**src/rtl/vga_sync_decoder_pkg.sv**
```systemverilog
// Shared 640x480 timing constants, FSM state type and counter helpers for the
// VGA sync decoder; the timing generator uses the same constants.
package vga_sync_decoder_pkg;

  localparam int unsigned CNT_W = 11;
  localparam logic [CNT_W-1:0] CNT_MAX = '1;

  localparam int unsigned DEF_H_TOTAL     = 800;
  localparam int unsigned DEF_H_START     = 144;
  localparam int unsigned DEF_H_ACTIVE    = 640;
  localparam int unsigned DEF_V_TOTAL     = 525;
  localparam int unsigned DEF_V_START     = 35;
  localparam int unsigned DEF_V_ACTIVE    = 480;
  localparam logic        DEF_HS_POL      = 1'b0;
  localparam logic        DEF_VS_POL      = 1'b0;
  localparam int unsigned DEF_LOCK_FRAMES = 2;

  typedef enum logic [1:0] {
    ST_SEARCH = 2'd0,
    ST_VERIFY = 2'd1,
    ST_LOCKED = 2'd2
  } state_t;

  function automatic logic [CNT_W-1:0] sat_inc(input logic [CNT_W-1:0] v);
    return (v == CNT_MAX) ? v : v + 11'd1;
  endfunction

endpackage

```
**src/rtl/vga_sync_decoder_sync_edge_meas.sv**
```systemverilog
// Sync sampler with leading-edge detect and a saturating position counter that
// clears on the edge and otherwise advances on inc.
module sync_edge_meas
  import vga_sync_decoder_pkg::*;
#(
  parameter logic POL = 1'b0
) (
  input  logic             clk,
  input  logic             rst_n,
  input  logic             en,
  input  logic             sync_in,
  input  logic             inc,
  output logic             lead,
  output logic [CNT_W-1:0] pos
);

  logic sync_q;
  logic sync_prev;

  always_ff @(posedge clk or negedge rst_n) begin
    if (!rst_n) begin
      sync_q    <= ~POL;
      sync_prev <= ~POL;
      pos       <= '0;
    end else if (en) begin
      sync_q    <= sync_in;
      sync_prev <= sync_q;
      if (lead)
        pos <= '0;
      else if (inc)
        pos <= sat_inc(pos);
    end
  end

  assign lead = (sync_q == POL) && (sync_prev != POL);

endmodule

```
**src/rtl/vga_sync_decoder.sv**
```systemverilog
// Receive-side VGA timing monitor: recovers active-area coordinates and data
// enable from hs/vs/RGB, measures line/frame length and tracks timing lock.
module vga_sync_decoder
  import vga_sync_decoder_pkg::*;
#(
  parameter int unsigned H_TOTAL     = DEF_H_TOTAL,
  parameter int unsigned H_START     = DEF_H_START,
  parameter int unsigned H_ACTIVE    = DEF_H_ACTIVE,
  parameter int unsigned V_TOTAL     = DEF_V_TOTAL,
  parameter int unsigned V_START     = DEF_V_START,
  parameter int unsigned V_ACTIVE    = DEF_V_ACTIVE,
  parameter logic        HS_POL      = DEF_HS_POL,
  parameter logic        VS_POL      = DEF_VS_POL,
  parameter int unsigned LOCK_FRAMES = DEF_LOCK_FRAMES
) (
  input  logic              clk,
  input  logic              rst_n,
  input  logic              pixel_en,
  input  logic              hs,
  input  logic              vs,
  input  logic [2:0]        red,
  input  logic [2:0]        green,
  input  logic [1:0]        blue,
  output logic [CNT_W-1:0]  hcount,
  output logic [CNT_W-1:0]  vcount,
  output logic              de,
  output logic [7:0]        pix,
  output logic              locked,
  output logic [CNT_W-1:0]  line_len,
  output logic [CNT_W-1:0]  frame_lines,
  output logic              err
);

  localparam logic [CNT_W-1:0] H_TOTAL_C = CNT_W'(H_TOTAL);
  localparam logic [CNT_W-1:0] H_START_C = CNT_W'(H_START);
  localparam logic [CNT_W-1:0] H_END_C   = CNT_W'(H_START + H_ACTIVE);
  localparam logic [CNT_W-1:0] V_TOTAL_C = CNT_W'(V_TOTAL);
  localparam logic [CNT_W-1:0] V_START_C = CNT_W'(V_START);
  localparam logic [CNT_W-1:0] V_END_C   = CNT_W'(V_START + V_ACTIVE);
  localparam logic [7:0]       LOCK_C    = 8'(LOCK_FRAMES);

  logic             hs_lead;
  logic             vs_lead;
  logic [CNT_W-1:0] hpos;
  logic [CNT_W-1:0] vpos;

  sync_edge_meas #(.POL(HS_POL)) u_hmeas (
    .clk     (clk),
    .rst_n   (rst_n),
    .en      (pixel_en),
    .sync_in (hs),
    .inc     (1'b1),
    .lead    (hs_lead),
    .pos     (hpos)
  );

  // vpos counts hs edges; its own vs edge clear takes priority on a shared edge
  sync_edge_meas #(.POL(VS_POL)) u_vmeas (
    .clk     (clk),
    .rst_n   (rst_n),
    .en      (pixel_en),
    .sync_in (vs),
    .inc     (hs_lead),
    .lead    (vs_lead),
    .pos     (vpos)
  );

  logic [CNT_W-1:0] line_meas;
  logic [CNT_W-1:0] frame_meas;
  logic             hsat;
  logic             line_bad;
  logic             frame_good;
  logic             frame_ok;
  logic             active;

  assign line_meas  = sat_inc(hpos);
  assign frame_meas = sat_inc(vpos);
  assign hsat       = (hpos == CNT_MAX) && !hs_lead;
  assign line_bad   = (hs_lead && (line_meas != H_TOTAL_C)) || hsat;
  // The line closed by a coincident hs edge belongs to the frame being judged
  assign frame_good = frame_ok && !line_bad && (frame_meas == V_TOTAL_C);
  assign active     = (hpos >= H_START_C) && (hpos < H_END_C) &&
                      (vpos >= V_START_C) && (vpos < V_END_C);

  state_t     state;
  state_t     state_nxt;
  logic [7:0] good_cnt;
  logic [7:0] good_nxt;
  logic       err_nxt;

  always_ff @(posedge clk or negedge rst_n) begin
    if (!rst_n) begin
      state    <= ST_SEARCH;
      good_cnt <= '0;
    end else begin
      state    <= state_nxt;
      good_cnt <= good_nxt;
    end
  end

  always_comb begin
    state_nxt = state;
    good_nxt  = good_cnt;
    err_nxt   = 1'b0;
    if (pixel_en) begin
      unique case (state)
        ST_SEARCH: begin
          if (vs_lead && !hsat) begin
            state_nxt = ST_VERIFY;
            good_nxt  = '0;
          end
        end
        ST_VERIFY: begin
          if (hsat) begin
            state_nxt = ST_SEARCH;
          end else if (vs_lead) begin
            if (!frame_good)
              good_nxt = '0;
            else if ((good_cnt + 8'd1) >= LOCK_C)
              state_nxt = ST_LOCKED;
            else
              good_nxt = good_cnt + 8'd1;
          end
        end
        ST_LOCKED: begin
          if (line_bad || (vs_lead && !frame_good)) begin
            state_nxt = ST_SEARCH;
            err_nxt   = 1'b1;
          end
        end
        default: state_nxt = ST_SEARCH;
      endcase
    end
  end

  // rgb_q2 delays the sample one tick so it lines up with hpos/vpos
  logic [7:0] rgb_q;
  logic [7:0] rgb_q2;

  always_ff @(posedge clk or negedge rst_n) begin
    if (!rst_n) begin
      rgb_q       <= '0;
      rgb_q2      <= '0;
      frame_ok    <= 1'b0;
      hcount      <= '0;
      vcount      <= '0;
      de          <= 1'b0;
      pix         <= '0;
      locked      <= 1'b0;
      line_len    <= '0;
      frame_lines <= '0;
      err         <= 1'b0;
    end else begin
      err <= err_nxt;
      if (pixel_en) begin
        rgb_q  <= {red, green, blue};
        rgb_q2 <= rgb_q;
        if (hs_lead)
          line_len <= line_meas;
        if (vs_lead)
          frame_lines <= frame_meas;
        if (vs_lead)
          frame_ok <= 1'b1;
        else if (line_bad)
          frame_ok <= 1'b0;
        locked <= (state_nxt == ST_LOCKED);
        de     <= active && (state_nxt == ST_LOCKED);
        hcount <= active ? (hpos - H_START_C) : '0;
        vcount <= active ? (vpos - V_START_C) : '0;
        pix    <= rgb_q2;
      end
    end
  end

endmodule

```
**config.mk**
```make
export PLATFORM = sky130hd
export DESIGN_NAME = vga_sync_decoder
export DESIGN_NICKNAME = d
export VERILOG_FILES = /design/src/rtl/vga_sync_decoder_pkg.sv /design/src/rtl/vga_sync_decoder_sync_edge_meas.sv /design/src/rtl/vga_sync_decoder.sv
export SDC_FILE = /design/constraint.sdc
export NUM_CORES = 1
export LEC_CHECK = 0
export CAP_MARGIN = 20
export CORE_ASPECT_RATIO = 0.9
export CORE_MARGIN = 2
export CORE_UTILIZATION = 60
export CTS_CLUSTER_DIAMETER = 200
export DETAILED_ROUTE_END_ITERATION = 10
export GPL_TIMING_DRIVEN = 1
export PLACE_DENSITY = 0.95
export SYNTH_ARGS = -nofsm -noshare
export SYNTH_HDL_FRONTEND = slang
export SYNTH_SLANG_ARGS = --single-unit
```
**constraint.sdc**
```tcl
create_clock -name clk -period 5.8 [get_ports clk]
set_clock_uncertainty 0.2 [all_clocks]
set_input_delay 0.58 -clock clk [delete_from_list [all_inputs] [get_ports clk]]
set_output_delay 0.58 -clock clk [all_outputs]
set_load 0.005 [all_outputs]
```
==> results_slide.txt <==
Key Metrics from the Run

Status
  – Status: finished, violations left
  – Violated checks: negative hold slack

Worst setup path
  – R2R depth: 8
  – Reg-to-Reg Start: u_vmeas.pos[0]
  – CP endpoint: locked
  – FF-to-FF setup slack: 2.56 ns
  – Critical path endpoint category: register
  – Arr. time, crit path: 3.34 ns
  – Crit path max fanout: 11
  – Stages on worst setup path: 8
  – CP dominant cell by count: nand3_1
  – Crit path kind: register to register
  – Cell Chain, Critical Path: ha_1 -> nand3_1 -> nor3_1 -> mux2i_1 -> o2111ai_2 -> o21ai_0 -> nand3_1 -> o211ai_1
  – Worst setup SP type: register
  – Worst Setup SP: u_vmeas.pos[0]

Logic synthesis
  – Mapped Area: 5480 um2
  – Max-area cell share: 47.5%
  – Yosys warnings: 0
  – Asr flop ratio synth: 100%
  – Synth area leaders: dfrtp_1 (48%), mux2_2 (6.2%), nand2_1 (5.5%)

Layout
  – Core Util, Final: 70.2%
  – Net count reported at finish: 615
  – Share of cells above drive strength 1: 12.0%
  – N_diodes: 0
  – Dominant logic cell type in the layout: dfrtp_1

CTS
  – Hold buffers post-CTS: 0
  – Root buf cell: clkbuf_8
  – H-Tree Level Count: 3
  – # resized after CTS: 0
  – Number of setup buffers added after CTS: 0
  – Latency at later pin: 0.38 ns
  – Clk pin slew, worst setup/hold paths: 0.11 ns
  – Max Root-Sink Buffers: 2

Final timing
  – Final Hold Vio Count: 5
  – Post-layout period usage: 55.9%
  – Hold slack: -0.00518 ns

Route
  – DR vias: 4454
  – Met3 WL: 994 um
  – Detail Route met2 WL: 6080 um

Power and ir drop
  – Leakage Power: 2.67 nW
  – P per Cell Area: 274 nW/um2

Place
  – Routability cong.: 0.939
  – PortBufs: 67
  – Detailed placement HPWL: 8790 um

Floorplanning
  – # rows: 33

Global route
  – Met1 usage: 36.8%
  – Global-route wire length before repair: 21100 um
  – Met3 usage: 4.83%
  – GRT Residual Overflow: 0
  – Met2 GRT Util: 44.6%

Hold path
  – Worst hold path class: primary input to asynchronous set/reset pin
==> where the power goes <==
| part | internal (mW) | total [mW] | switching [mW] |
|---|---|---|---|
| registers | 0.839 | 0.933 | 0.0943 |
| clock network | 0.164 | 0.439 | 0.275 |
| logic | 0.187 | 0.358 | 0.171 |
==> area by class of cell <==
type / count / area [um2] / share of cell area, %
repair buffers: 70 / 686 / 10.8
inverters: 9 / 33.8 / 0.534
clock inverters: 7 / 58.8 / 0.930
multi-input cells: 397 / 2560 / 40.5
flip-flops and latches: 108 / 2710 / 42.8
clock buffers: 9 / 124 / 1.96
well taps: 122 / 153 / 2.41
==> Yosys cell counts, drive strengths merged, types with 5 or more instances <==
cell type  number
nor2           37
a21o            5
o31ai          11
o21ai          38
mux2           30
buf            12
nand4          10
nand3          22
or3             7
ha              7
nor3           11
nor2b          11
dfrtp         104
xnor2          11
a21oi          20
xor2           13
nand2          80
clkbuf         29
a31oi          10
nand2b          5
o2bb2ai        18
inv             9
==> flip-flops by register name (all words and copies together), names as in the netlist <==
register           flops
de                     1
err                    1
frame_lines           11
frame_ok               1
good_cnt               8
hcount                11
line_len              11
locked                 1
pix                    8
rgb_q                  8
rgb_q2                 8
state                  2
u_hmeas.pos           11
u_hmeas.sync_prev      1
u_hmeas.sync_q         1
u_vmeas.pos           11
u_vmeas.sync_prev      1
u_vmeas.sync_q         1
vcount                11
==> logic make-up after synthesis <==
logic type,count (synthesis)
AND-OR/OR-AND,131
adder cells (fa/ha/maj),7
AND/OR/NAND/NOR,201
XOR/XNOR,24
flip-flops,108
multiplexers,34
buffers and inverters,50
==> per-stage QoR <==
step	instances	area [um2]	total power, mW
floorplan	555	5480	1.14
global placement	706	6140	1.28
detailed placement	706	6140	1.30
CTS	722	6320	1.73
global route	722	6320	1.81
finish	722	6320	1.73
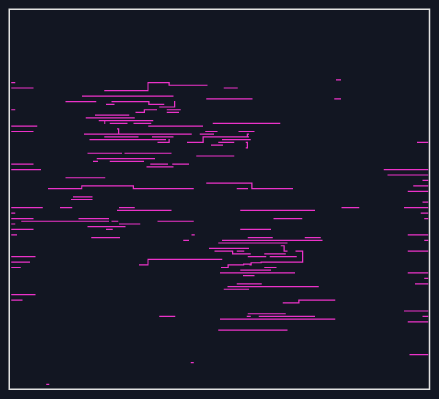
Fig. 1. M3 wires.
Drawn at 4 px/um.
share of all routed wire = 7.8%
nets with wire on the layer = 102
longest straight run = 28.5 um
wire length on this layer = 994 um
main direction = horizontal

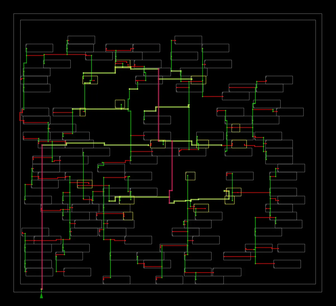
Fig. 2. Clock routing.
TritonCTS Sinks: 108
cts bufs inserted: 9
clk_buf instances: 9
clock distribution power: 0.439 mW
Seq cells: 108

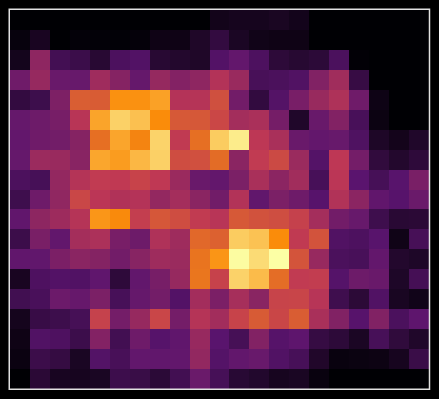
Fig. 3. Wiring heat map.
Drawn at 4 px/um. 21 x 19 tiles, from black (low) to pale yellow (high), scaled to the fullest tile. Values are wire area over tile area, all layers added.
nearly empty tiles = 11%
mean over tiles = 0.21
emptiest ninth of the die = upper right

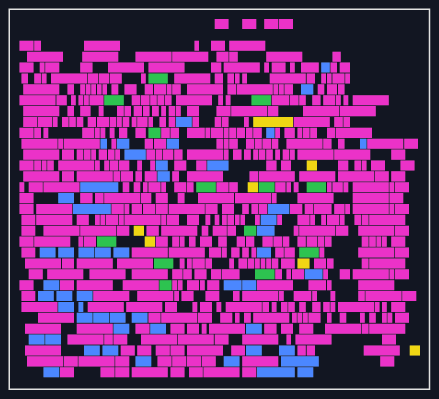
Fig. 4. Cells by drive strength.
Drawn at 4 px/um.
green -> _6 and larger  # cells 13
magenta -> _0 and _1 cells  # cells 528
yellow -> _3 and _4 cells  # cells 7
blue -> _2 cells  # cells 52

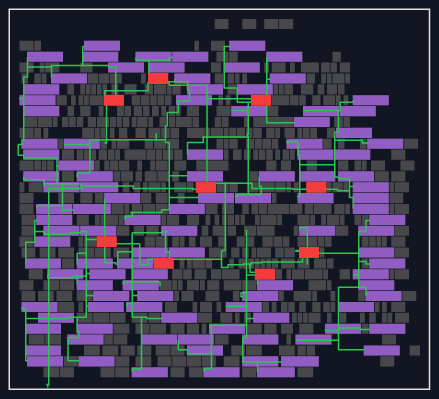
Fig. 5. Routed clock nets over the placement.
Drawn at 4 px/um.
red -> clock drivers  # count 9
purple -> flip-flops  # count 108
green -> clock wires  # length 1170 um
flops lie = spread over the die

No activity file was given, so power comes from the tool's default toggle rates.
